## config.mk

```make
export PLATFORM = sky130hd
export DESIGN_NAME = controlador_entrada_saida_flat
export DESIGN_NICKNAME = d
export VERILOG_FILES = /design/src/rtl/controlador_entrada_saida_if.sv /design/src/rtl/controlador_entrada_saida.sv /design/src/flat_wrapper.sv
export SDC_FILE = /design/constraint.sdc
export NUM_CORES = 1
export LEC_CHECK = 0
export CAP_MARGIN = 20
export CORE_MARGIN = 5
export CORE_UTILIZATION = 49
export DETAILED_ROUTE_END_ITERATION = 8
export PLACE_DENSITY = 0.84
export SLEW_MARGIN = 20
export SYNTH_ARGS = -nofsm -noshare
export SYNTH_HDL_FRONTEND = slang
export SYNTH_SLANG_ARGS = --single-unit
```

## constraint.sdc

```tcl
create_clock -name clock -period 4.6 [get_ports clock]
set_input_delay 1.38 -clock clock [delete_from_list [all_inputs] [get_ports clock]]
set_output_delay 1.38 -clock clock [all_outputs]
set_load 0.03 [all_outputs]
```

## src/rtl/controlador_entrada_saida_if.sv

```systemverilog
// Processor-side bus of the IN/OUT controller: instruction requests, switch
// and button inputs, stall request and the output channel registers.
interface controlador_entrada_saida_if #(
    parameter int unsigned DATA_WIDTH = 32,
    parameter int unsigned IN_WIDTH   = 14,
    parameter int unsigned N_OUT      = 4
);
    localparam int unsigned CW = (N_OUT > 1) ? $clog2(N_OUT) : 1;

    logic                        in;
    logic                        out;
    logic [CW-1:0]               canal;
    logic [DATA_WIDTH-1:0]       resultado_ula;
    logic [IN_WIDTH-1:0]         dado_lido_entrada;
    logic                        botao_confirma;
    logic                        parar;
    logic                        dado_pronto;
    logic [DATA_WIDTH-1:0]       dado_entrada;
    logic [N_OUT*DATA_WIDTH-1:0] saidas;
    logic [N_OUT-1:0]            saida_atualizada;

    // Processor / board side.
    modport master (
        output in, out, canal, resultado_ula, dado_lido_entrada, botao_confirma,
        input  parar, dado_pronto, dado_entrada, saidas, saida_atualizada
    );

    // Controller side.
    modport slave (
        input  in, out, canal, resultado_ula, dado_lido_entrada, botao_confirma,
        output parar, dado_pronto, dado_entrada, saidas, saida_atualizada
    );
endinterface

```

## src/rtl/controlador_entrada_saida.sv

```systemverilog
// IN/OUT controller: IN stalls the processor until the confirm button is
// pressed (synchronized and debounced), then captures the switches; OUT writes
// one of N_OUT channel registers in a single cycle without stalling.
module controlador_entrada_saida #(
    parameter int unsigned DATA_WIDTH = 32,
    parameter int unsigned IN_WIDTH   = 14,
    parameter int unsigned N_OUT      = 4,
    parameter int unsigned DEBOUNCE   = 4
) (
    input logic                       clock,
    input logic                       reset_n,
    controlador_entrada_saida_if.slave bus
);
    localparam int unsigned CW  = (N_OUT > 1) ? $clog2(N_OUT) : 1;
    localparam int unsigned DBW = $clog2(DEBOUNCE + 1);
    // N_OUT in CW+1 bits so that canal can be range-checked without truncation.
    localparam logic [CW:0] N_OUT_W = (CW + 1)'(N_OUT);

    typedef enum logic [1:0] {StOcioso, StEspera, StCaptura} state_e;

    state_e                             r_state, w_state_next;
    logic [1:0]                         r_btn_sync;
    logic [IN_WIDTH-1:0]                r_sw_meta, r_sw_sync;
    logic [DBW-1:0]                     r_db_cnt, w_db_cnt_inc;
    logic                               r_confirmado, r_confirmado_prev;
    logic                               w_conf_rise;
    logic                               w_write_ok;
    logic [DATA_WIDTH-1:0]              r_dado_entrada;
    logic                               r_dado_pronto;
    logic [N_OUT-1:0][DATA_WIDTH-1:0]   r_saidas;
    logic [N_OUT-1:0]                   r_saida_atualizada;

    // Two-flop synchronizers for the asynchronous button and switches.
    always_ff @(posedge clock or negedge reset_n) begin
        if (!reset_n) begin
            r_btn_sync <= '0;
            r_sw_meta  <= '0;
            r_sw_sync  <= '0;
        end else begin
            r_btn_sync <= {r_btn_sync[0], bus.botao_confirma};
            r_sw_meta  <= bus.dado_lido_entrada;
            r_sw_sync  <= r_sw_meta;
        end
    end

    // Saturating count of consecutive high cycles of the synchronized button.
    assign w_db_cnt_inc = (r_db_cnt == DBW'(DEBOUNCE)) ? r_db_cnt : r_db_cnt + DBW'(1);

    // Debounce filter: confirmado rises after DEBOUNCE high cycles, drops on any low.
    always_ff @(posedge clock or negedge reset_n) begin
        if (!reset_n) begin
            r_db_cnt          <= '0;
            r_confirmado      <= 1'b0;
            r_confirmado_prev <= 1'b0;
        end else begin
            r_confirmado_prev <= r_confirmado;
            if (!r_btn_sync[1]) begin
                r_db_cnt     <= '0;
                r_confirmado <= 1'b0;
            end else begin
                r_db_cnt     <= w_db_cnt_inc;
                r_confirmado <= (w_db_cnt_inc == DBW'(DEBOUNCE));
            end
        end
    end

    // Only a fresh press counts: a button already held needs release and re-press.
    assign w_conf_rise = r_confirmado & ~r_confirmado_prev;

    // FSM state register.
    always_ff @(posedge clock or negedge reset_n) begin
        if (!reset_n) begin
            r_state <= StOcioso;
        end else begin
            r_state <= w_state_next;
        end
    end

    // FSM next state; in/out are only decoded while idle.
    always_comb begin
        w_state_next = r_state;
        unique case (r_state)
            StOcioso:  if (bus.in) w_state_next = StEspera;
            StEspera:  if (w_conf_rise) w_state_next = StCaptura;
            StCaptura: w_state_next = StOcioso;
            default:   w_state_next = StOcioso;
        endcase
    end

    // IN capture and its one-cycle ready strobe.
    always_ff @(posedge clock or negedge reset_n) begin
        if (!reset_n) begin
            r_dado_entrada <= '0;
            r_dado_pronto  <= 1'b0;
        end else begin
            r_dado_pronto <= (r_state == StCaptura);
            if (r_state == StCaptura) begin
                r_dado_entrada <= DATA_WIDTH'(r_sw_sync);
            end
        end
    end

    // IN has priority over OUT; out-of-range channels are silently dropped.
    assign w_write_ok = (r_state == StOcioso) && !bus.in && bus.out &&
                        ({1'b0, bus.canal} < N_OUT_W);

    // OUT channel registers and their one-cycle write strobes.
    always_ff @(posedge clock or negedge reset_n) begin
        if (!reset_n) begin
            r_saidas           <= '0;
            r_saida_atualizada <= '0;
        end else begin
            r_saida_atualizada <= '0;
            for (int k = 0; k < N_OUT; k++) begin
                if (w_write_ok && (bus.canal == CW'(k))) begin
                    r_saidas[k]           <= bus.resultado_ula;
                    r_saida_atualizada[k] <= 1'b1;
                end
            end
        end
    end

    // Stall is combinational on in while idle so the IN instruction holds at once.
    assign bus.parar            = reset_n & ((r_state != StOcioso) | bus.in);
    assign bus.dado_pronto      = r_dado_pronto;
    assign bus.dado_entrada     = r_dado_entrada;
    assign bus.saidas           = r_saidas;
    assign bus.saida_atualizada = r_saida_atualizada;
endmodule

```

## src/flat_wrapper.sv

```systemverilog
// flat-port wrapper written by rule: the top's interface ports become plain ports
module controlador_entrada_saida_flat 
#(
    parameter int unsigned DATA_WIDTH = 32,
    parameter int unsigned IN_WIDTH   = 14,
    parameter int unsigned N_OUT      = 4,
    parameter int unsigned DEBOUNCE   = 4
)
  (clock, reset_n, bus_in, bus_out, bus_canal, bus_resultado_ula, bus_dado_lido_entrada, bus_botao_confirma, bus_parar, bus_dado_pronto, bus_dado_entrada, bus_saidas, bus_saida_atualizada);
  controlador_entrada_saida_if #(.DATA_WIDTH(DATA_WIDTH), .IN_WIDTH(IN_WIDTH), .N_OUT(N_OUT)) bus_i ();
  input logic clock;
  input logic reset_n;
  input wire logic [$bits(bus_i.in)-1:0] bus_in;
  input wire logic [$bits(bus_i.out)-1:0] bus_out;
  input wire logic [$bits(bus_i.canal)-1:0] bus_canal;
  input wire logic [$bits(bus_i.resultado_ula)-1:0] bus_resultado_ula;
  input wire logic [$bits(bus_i.dado_lido_entrada)-1:0] bus_dado_lido_entrada;
  input wire logic [$bits(bus_i.botao_confirma)-1:0] bus_botao_confirma;
  output wire logic [$bits(bus_i.parar)-1:0] bus_parar;
  output wire logic [$bits(bus_i.dado_pronto)-1:0] bus_dado_pronto;
  output wire logic [$bits(bus_i.dado_entrada)-1:0] bus_dado_entrada;
  output wire logic [$bits(bus_i.saidas)-1:0] bus_saidas;
  output wire logic [$bits(bus_i.saida_atualizada)-1:0] bus_saida_atualizada;
  assign bus_i.in = bus_in;
  assign bus_i.out = bus_out;
  assign bus_i.canal = bus_canal;
  assign bus_i.resultado_ula = bus_resultado_ula;
  assign bus_i.dado_lido_entrada = bus_dado_lido_entrada;
  assign bus_i.botao_confirma = bus_botao_confirma;
  assign bus_parar = bus_i.parar;
  assign bus_dado_pronto = bus_i.dado_pronto;
  assign bus_dado_entrada = bus_i.dado_entrada;
  assign bus_saidas = bus_i.saidas;
  assign bus_saida_atualizada = bus_i.saida_atualizada;
  controlador_entrada_saida #(.DATA_WIDTH(DATA_WIDTH), .IN_WIDTH(IN_WIDTH), .N_OUT(N_OUT), .DEBOUNCE(DEBOUNCE)) u_core (.clock(clock), .reset_n(reset_n), .bus(bus_i));
endmodule
```

Fig. 1: cell area per tile
13 x 13 tiles, from dark blue (low) to red (high), 0 to 100% covered.
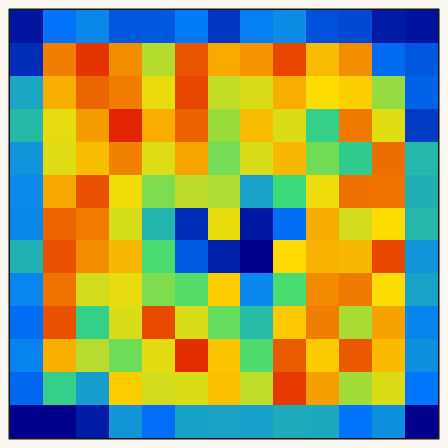
nearly empty tiles	2.4%
fullest tile	96%
tiles over 75% full	36%
mean over tiles	57%

Fig. 2: selected gate families
The bar under the picture is 50 microns long.
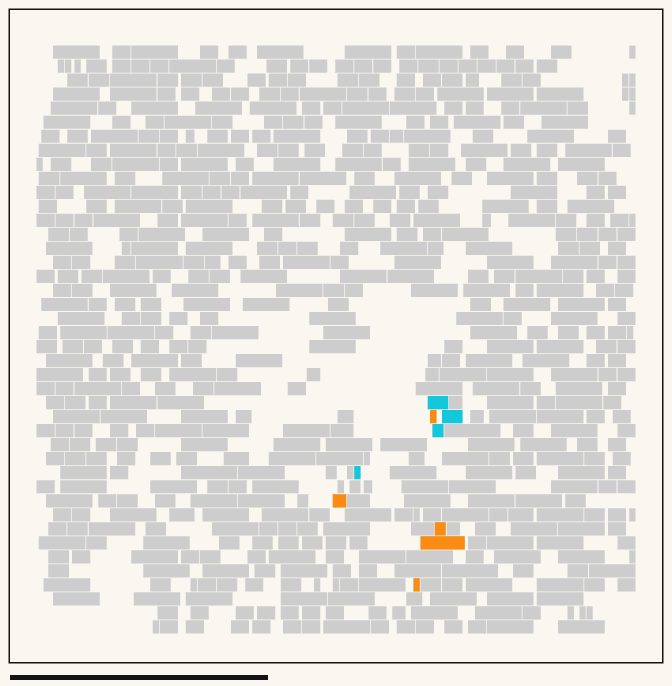
family	color	cells
NAND gates	cyan	4
NOR gates	orange	5

Fig. 3: signal wires by layer
The bar under the picture is 50 microns long.
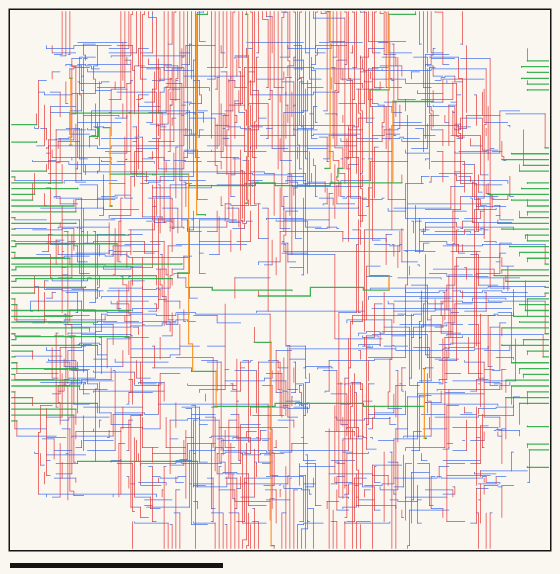
layer	color	wire length
metal 2	red	8170 microns
metal 4	orange	365 microns
metal 3	green	1210 microns
metal 1	blue	5470 microns

Fig. 4: clock wires, drivers and flops
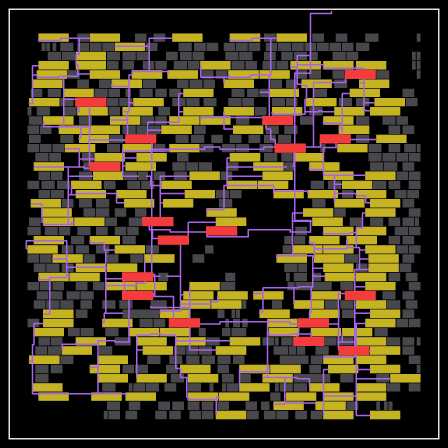
[clock wires] purple | length: 2010 microns
[flip-flops] yellow | count: 184
[clock drivers] red | count: 17
routed clock nets	18
flops lie	all over the die

## area by class of cell
type                    count  area [sq um]  share of cell area
inverters                   7          26.3             0.00281
repair buffers            205          2040               0.218
multi-input cells         180          1840               0.197
clock inverters            11           146              0.0157
clock buffers              20           467              0.0500
well taps                 176           220              0.0236
flip-flops and latches    184          4600               0.493
## metal layers
layer / vias up / wire length (microns)
met1: 1989 / 5470
li1: 1714 / -
met5: - / 0
met4: 0 / 364
met3: 30 / 1210
met2: 137 / 8170
## flip-flops by register name, summed over array words and instances, names as in the netlist
register	cells
u_core.r_sw_sync	14
u_core.r_sw_meta	14
u_core.bus.saida_atualizada	4
u_core.bus.dado_pronto	1
u_core.r_db_cnt	3
u_core.bus.saidas	128
u_core.r_state	2
u_core.r_confirmado_prev	1
u_core.r_btn_sync	2
u_core.r_confirmado	1
u_core.bus.dado_entrada	14
## power groups by stage
stage	clock, mW	sequential [mW]	combinational (mW)
final	1.50	1.98	1.27
after detailed placement	0	2.01	1.28
after CTS	1.52	1.98	1.29
after global routing	1.59	2.01	1.33
after global placement	0	1.99	1.26
after floorplan	0	2.43	0.238
## through the flow
stage | area (sq um) | hold WS [ns] | cells | worst slack (ns) | util
after floorplan | 6710 | 0.331 | 404 | 1.50 | -
after global placement | 8730 | 0.333 | 752 | 0.935 | 0.657
after detailed placement | 8730 | 0.335 | 752 | 0.911 | 0.657
after CTS | 9340 | 0.349 | 783 | 0.919 | 0.703
after global routing | 9340 | 0.352 | 783 | 0.885 | 0.703
final | 9340 | 0.348 | 783 | 0.928 | 0.703
## how the worst max path moves through the flow
stage,start,end,depth (start not counted)
final,bus_in,bus_parar,3
after global routing,bus_in,bus_parar,3
after CTS,bus_in,bus_parar,3
after detailed placement,bus_in,u_core.bus.saidas[105]$_DFFE_PN0P_,4
after global placement,bus_in,bus_parar,3
after floorplan,bus_in,bus_parar,1
## placed cells by master (no fill, tap or decap), types with 2 or more instances in the layout
cell	netlist	routed
sky130_fd_sc_hd__clkinvlp_4	0	2
sky130_fd_sc_hd__buf_4	20	6
sky130_fd_sc_hd__mux2_2	142	142
sky130_fd_sc_hd__ha_1	2	2
sky130_fd_sc_hd__clkbuf_16	0	17
sky130_fd_sc_hd__bufinv_16	0	3
sky130_fd_sc_hd__nor2_1	2	2
sky130_fd_sc_hd__conb_1	1	18
sky130_fd_sc_hd__dfrtp_1	184	184
sky130_fd_sc_hd__inv_1	7	7
sky130_fd_sc_hd__clkinv_2	0	3
sky130_fd_sc_hd__nand3b_2	2	2
sky130_fd_sc_hd__clkbuf_8	0	3
sky130_fd_sc_hd__clkinv_4	0	2
sky130_fd_sc_hd__and2_1	2	2
sky130_fd_sc_hd__clkdlybuf4s50_1	0	198
## logic make-up after synthesis
family	after synthesis
XOR/XNOR	1
multiplexers	142
AND-OR/OR-AND	4
flip-flops	184
AND/OR/NAND/NOR	13
other	1
buffers and inverters	40
adder cells (fa/ha/maj)	2
## critical path, delay by kind of cell
family | cells | cell delay (ns)
buf+inv | 2 | 0.65
compound gates | 1 | 0.27
==> qor.json <==
{
  "timing.hold.worst_path_depth": 0,
  "nFillCells": 894,
  "core-area_sq_mm": 0.0133,
  "grtUsageTotal": 0.197,
  "setup_total_negative_slack_ns": 0,
  "netlist_area_sq_mm": 0.00665,
  "peakVddDrop_uv": 302,
  "worst-slew-pin-transition_ns": 0.914,
  "yosys_stat_area_sq_mm": 0.00665,
  "hold_viol": 0,
  "slew_headroom": 0.391,
  "power.clock.fraction": 0.315,
  "clkSlewWorstSetupHoldPaths_ns": 0.06,
  "synth.ff_latch_count": 184,
  "dpl.hpwl_microns": 10600,
  "outcome": "complete, no violations",
  "grt_pass1_vias": 4401,
  "area_growth_pct": 40.5,
  "clock.latency.late_pin_ns": 0.42,
  "timing.critical_path.cells": "clkdlybuf4s50_1, o31a_1, buf_4"
}
Power and IR drop assume default switching activity.
